[config.mk]
export PLATFORM = sky130hd
export DESIGN_NAME = flex_counter_ext
export DESIGN_NICKNAME = d
export VERILOG_FILES = /design/src/rtl/flex_counter_ext.sv
export SDC_FILE = /design/constraint.sdc
export NUM_CORES = 1
export LEC_CHECK = 0
export ABC_CLOCK_PERIOD_IN_PS = 6300
export CAP_MARGIN = 10
export CORE_MARGIN = 8
export CORE_UTILIZATION = 50
export DETAILED_ROUTE_END_ITERATION = 16
export PLACE_DENSITY_LB_ADDON = 0.3
export SETUP_SLACK_MARGIN = 0.05
export SLEW_MARGIN = 25
export SYNTH_ARGS = -nofsm -noshare
export SYNTH_HDL_FRONTEND = slang
export SYNTH_SLANG_ARGS = --single-unit
[constraint.sdc]
create_clock -name clk_i -period 6.3 [get_ports clk_i]
set_clock_uncertainty 0.15 [all_clocks]
set_input_delay 0.945 -clock clk_i [delete_from_list [all_inputs] [get_ports clk_i]]
set_output_delay 0.945 -clock clk_i [all_outputs]
set_load 0.02 [all_outputs]
[src/rtl/flex_counter_ext.sv]
// Parametrised up/down counter with load, wrap/saturate select, a one-cycle wrap pulse
// and a wrap-event counter with a sticky overflow bit.
module flex_counter_ext #(
    parameter int NUM_CNT_BITS  = 4,
    parameter int NUM_WRAP_BITS = 8
) (
    input  logic                     clk_i,
    input  logic                     rst_i,
    input  logic                     clear_i,
    input  logic                     count_enable_i,
    input  logic                     count_down_i,
    input  logic                     saturate_i,
    input  logic                     load_i,
    input  logic [NUM_CNT_BITS-1:0]  load_val_i,
    input  logic [NUM_CNT_BITS-1:0]  rollover_val_i,
    output logic [NUM_CNT_BITS-1:0]  count_out_o,
    output logic                     rollover_flag_o,
    output logic                     rollover_pulse_o,
    output logic [NUM_WRAP_BITS-1:0] wrap_count_o,
    output logic                     wrap_overflow_o
);

    localparam logic [NUM_CNT_BITS-1:0]  CNT_ONE  = NUM_CNT_BITS'(1);
    localparam logic [NUM_WRAP_BITS-1:0] WRAP_ONE = NUM_WRAP_BITS'(1);

    logic [NUM_CNT_BITS-1:0]  count_q, count_d;
    logic                     flag_q, flag_d;
    logic                     pulse_q, pulse_d;
    logic [NUM_WRAP_BITS-1:0] wrap_cnt_q, wrap_cnt_d;
    logic                     ovf_q, ovf_d;

    logic [NUM_CNT_BITS-1:0]  next_cnt;
    logic                     wrap_evt;
    logic [NUM_CNT_BITS:0]    cnt_ext;
    logic [NUM_CNT_BITS:0]    rv_ext;

    assign cnt_ext = {1'b0, count_q};
    assign rv_ext  = {1'b0, rollover_val_i};

    // Count step assuming count_enable is the winning action this edge.
    always_comb begin
        next_cnt = count_q;
        wrap_evt = 1'b0;
        if (rollover_val_i == '0) begin
            next_cnt = count_q;
        end else if (!count_down_i) begin
            if (cnt_ext < rv_ext) begin
                next_cnt = count_q + CNT_ONE;
            end else if (!saturate_i) begin
                next_cnt = CNT_ONE;
                wrap_evt = 1'b1;
            end else begin
                next_cnt = rollover_val_i;
            end
        end else begin
            if (cnt_ext > rv_ext) begin
                next_cnt = rollover_val_i;
            end else if (count_q > CNT_ONE) begin
                next_cnt = count_q - CNT_ONE;
            end else if (!saturate_i) begin
                next_cnt = rollover_val_i;
                wrap_evt = 1'b1;
            end else begin
                next_cnt = count_q;
            end
        end
    end

    always_comb begin
        count_d    = count_q;
        flag_d     = flag_q;
        pulse_d    = 1'b0;
        wrap_cnt_d = wrap_cnt_q;
        ovf_d      = ovf_q;
        if (clear_i) begin
            count_d    = '0;
            flag_d     = 1'b0;
            wrap_cnt_d = '0;
            ovf_d      = 1'b0;
        end else if (load_i) begin
            count_d = load_val_i;
            flag_d  = (load_val_i == rollover_val_i);
        end else if (count_enable_i) begin
            count_d = next_cnt;
            flag_d  = (next_cnt == rollover_val_i);
            if (wrap_evt) begin
                pulse_d    = 1'b1;
                wrap_cnt_d = wrap_cnt_q + WRAP_ONE;
                ovf_d      = ovf_q | (&wrap_cnt_q);
            end
        end
    end

    always_ff @(posedge clk_i) begin
        if (rst_i) begin
            count_q    <= '0;
            flag_q     <= 1'b0;
            pulse_q    <= 1'b0;
            wrap_cnt_q <= '0;
            ovf_q      <= 1'b0;
        end else begin
            count_q    <= count_d;
            flag_q     <= flag_d;
            pulse_q    <= pulse_d;
            wrap_cnt_q <= wrap_cnt_d;
            ovf_q      <= ovf_d;
        end
    end

    assign count_out_o      = count_q;
    assign rollover_flag_o  = flag_q;
    assign rollover_pulse_o = pulse_q;
    assign wrap_count_o     = wrap_cnt_q;
    assign wrap_overflow_o  = ovf_q;

endmodule

Placement view:
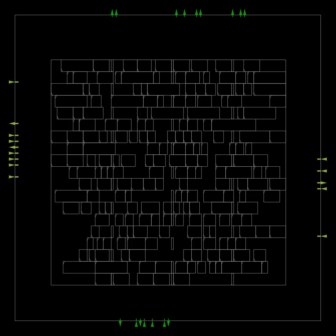
placement row count: 19
Non-Filler Instances: 245
fill cell count: 252
sequential share of cell area: 0.1709

Sizing map:
Scale: 6 px per um.
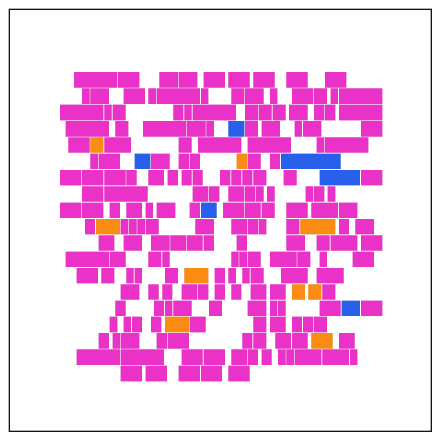
Orange stands for x2, cells 9, share 4.2%. Magenta stands for x1 and smaller, cells 199, share 93%. Blue stands for x3 and x4, cells 6, share 2.8%.
design area: 1757 sq um
Syn-to-layout area delta: 20.00%
count of non-CTS buffers in the layout: 29
Final WS setup: 2.113 ns

Signal wires by layer:
Scale: 6 px per um. Two of the layers only.
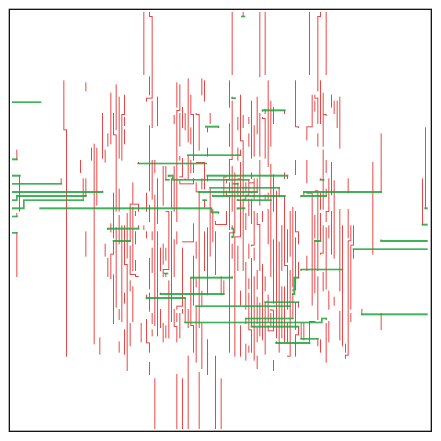
Green stands for M3, wire length 345 um. Red stands for M2, wire length 1,930 um.

Pin map:
Scale: 6 px per um. Pins as bars across the die edge, other pins in gray.
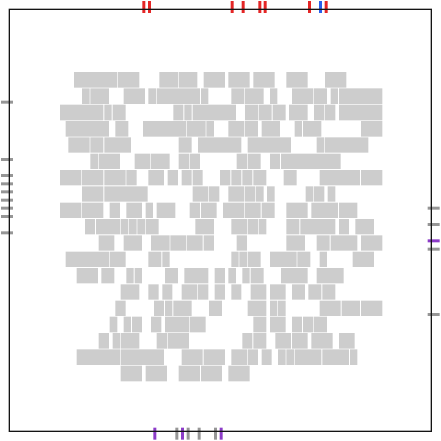
Red stands for wrap_count_o, pins 8, direction output, edge top. Purple stands for count_out_o, pins 4, direction output, edge 3 bottom, 1 right. Blue stands for wrap_overflow_o, pins 1, direction output, edge top.

state kept, by name, indices dropped and copies added (netlist names):
signal	count
wrap_overflow_o	1
rollover_pulse_o	1
rollover_flag_o	1
wrap_count_o	8
count_out_o	4
worst min-delay path, cell delays in order (launching register included):
cell     delay (ns)
dfxtp_1        0.33
nand3_1        0.07
o31ai_1        0.06
kinds of logic (layout without fill, tap and decap cells):
| kind of cell | Yosys count | after routing | synth area share |
|---|---|---|---|
| and+or+nand+nor | 79 | 79 | 0.2889 |
| buffers and inverters | 20 | 40 | 0.06154 |
| muxes | 6 | 6 | 0.04359 |
| AOI/OAI and AO/OA | 58 | 58 | 0.2846 |
| adders and majority gates | 8 | 8 | 0.06838 |
| xor gates and xnor gates | 8 | 8 | 0.04787 |
| DFF | 15 | 15 | 0.2051 |
synth_stat cells, types with 2 or more instances:
cell      instances
nor2_1           21
a21oi_1          15
dfxtp_1          15
o21ai_0          12
clkbuf_1         10
nand2_1           9
ha_1              8
nor3_1            8
inv_1             7
nand4_1           6
xor2_1            6
and2_1            5
nand3_1           4
a31oi_1           3
mux2_2            3
mux2i_1           3
nand2b_1          3
nor2b_1           3
nor3b_1           3
o211ai_1          3
o31ai_1           3
or2_2             3
or3_1             3
or4_1             3
a211oi_1          2
a21o_1            2
a311oi_1          2
buf_6             2
nor4_1            2
o21a_1            2
o311ai_0          2
xnor2_1           2
area by class of cell:
cell class	count	area, sq um
inverter	7	26.28
timing repair buffer	29	290.3
clock buffer	3	22.52
tap	31	38.79
sequential	15	300.3
fill	252	1025
clock inverter	1	5.005
multi-input combinational	159	1074
where the power goes:
part	leakage (nW)	switching [mW]	internal, mW	total (mW)
combinational	0.502	0.0501	0.0396	0.0897
clock	0.0177	0.0316	0.0236	0.0552
sequential	0.121	0.00437	0.0964	0.101
total	0.641	0.0861	0.160	0.246
through the flow:
stage                     power (mW)    util
final                         0.2457  0.6316
after floorplan               0.1658       -
after global routing          0.2611  0.6316
after detailed placement      0.1901  0.6217
after global placement        0.1902  0.6217
after CTS                     0.2472  0.6316
worst max path at each step:
stage / from / to / slack [ns] / cells past startpoint
after floorplan: rollover_val_i[2] / wrap_count_o[7] / 2.70 / 10
after global placement: rollover_val_i[3] / wrap_count_o[7] / 1.88 / 10
after detailed placement: rollover_val_i[3] / wrap_count_o[7] / 1.88 / 10
after CTS: rollover_val_i[3] / wrap_count_o[7] / 2.16 / 10
after global routing: rollover_val_i[3] / wrap_count_o[7] / 1.95 / 10
final: rollover_val_i[3] / wrap_count_o[7] / 2.11 / 10
per-layer routing:
layer  GRT usage  vias to the layer above  share of wire
li1            -                      766              -
met1      0.2475                      701           0.46
met2      0.2619                       79           0.44
met3     0.03814                       13          0.078
met4     0.06027                        0          0.026
met5           0                        -              0
==> ci_impl_report.md <==
### Yosys + OpenROAD results

| Metric | Value |
|---|---|
| Total of warnings raised by yosys | 0 |
| Relative slew slack | 0.4956 |
| Unique cell types | 51 |
| Max Transition Viols Final | 0 |
| Via Count | 1,559 |
| Post-CTS Hold Buffers | 0 |
| Worst hold endpoint | rollover_flag_o |
| Total tool warning count | 28 |
| Worst-path clk slew | about 0.09 ns |
| Sequential area share after synthesis | 0.2051 |
| Fp_density | 0.5263 |
| CTS resizes | 0 |
| Final setup fails | 0 |
| DR pass1 iterations | 5 |
| Hold WS | around 0.35 ns |
| Worst Reg-to-Reg Cells | 8 |
| Placed cells | 241 |
| Ys cells | slightly below 200 |
| Hold crit path type | flop to flop |
| CP Max Fanout | 14 |
| CTS Buf Count | 3 |
| Slowest cell on the critical path | a2111oi_4 |
| Layout cells sized above 1 | 0.07009 |
| Routed wire length | 4383 um |
| Root Driver | clkbuf_4 |
| Status | finished, final reports clean |
| Pin count of the biggest net entering global routing | 18 |
| Bufs and invs on worst path | 2 |
| Total GRT Usage | 0.1780 |
| Postcts setup bufs | 0 |
| WP data required | 6.37 ns |
| Initial antenna violation count | 0 |
| Hold_sp | rollover_flag_o |
| Syn Inst Count | 194 |
| Power Dens Cells | between 100 and 150 nW/um^2 |
| Registers, synthesis | 15 |
| Grt ovf | 0 |
| CTS Buffer Depth | 2 |
| TritonCTS clock tree | done |
| Top Layout Cells | 29 x clkdlybuf4s50_1, 21 x nor2_1, 15 x a21oi_1, 15 x dfxtp_1, 12 x o21ai_0 |
| Peak supply drop | 0.0001320 V |
| Die Width | 70.11 um |
| Async set-reset flop share out of synthesis | 0 |
| Nets | about 240 |
| Fmax | between 0.2 and 0.25 GHz |
| Final tally of hold violations | 0 |
| Vias in the first global route | about 1.5k |
| Kind of cell adding the most delay to the critical path | AND-OR/OR-AND gates |
| Final setup TNS | 0 ns |
| Die height | 70.11 um |
| 1st-iter DRT viols | about 220 |
| Most used DFF post-synth | dfxtp_1 |
| Reg2reg end | wrap_count_o[7] |
| Antenna cells | 0 |
| # IOs | 30 |
| Hold path depth | 2 |
| Die Area | 4915 sq um |
| Yosys chip area | 1464 sq um |
| Crit path capture type | flop |
| Global-route wire length before repair | 7534 um |
| Syn avg cell area | 7.546 sq um |
| Final period util | 0.6646 |
| Crit-path cells | clkdlybuf4s50_1 -> inv_1 -> ha_1 -> or2_2 -> o311ai_2 -> o21bai_4 -> a2111oi_4 -> nand4_1 -> or3_1 -> a21oi_1 |
| Slew @ Worst Pin | roughly 0.75 ns |
| CP Launch Type | input port |
| Crit path time final | approximately 4.2 ns |
| CP arrival | about 4.3 ns |
Power figures rest on the tool's default switching activity, not on a simulated workload.
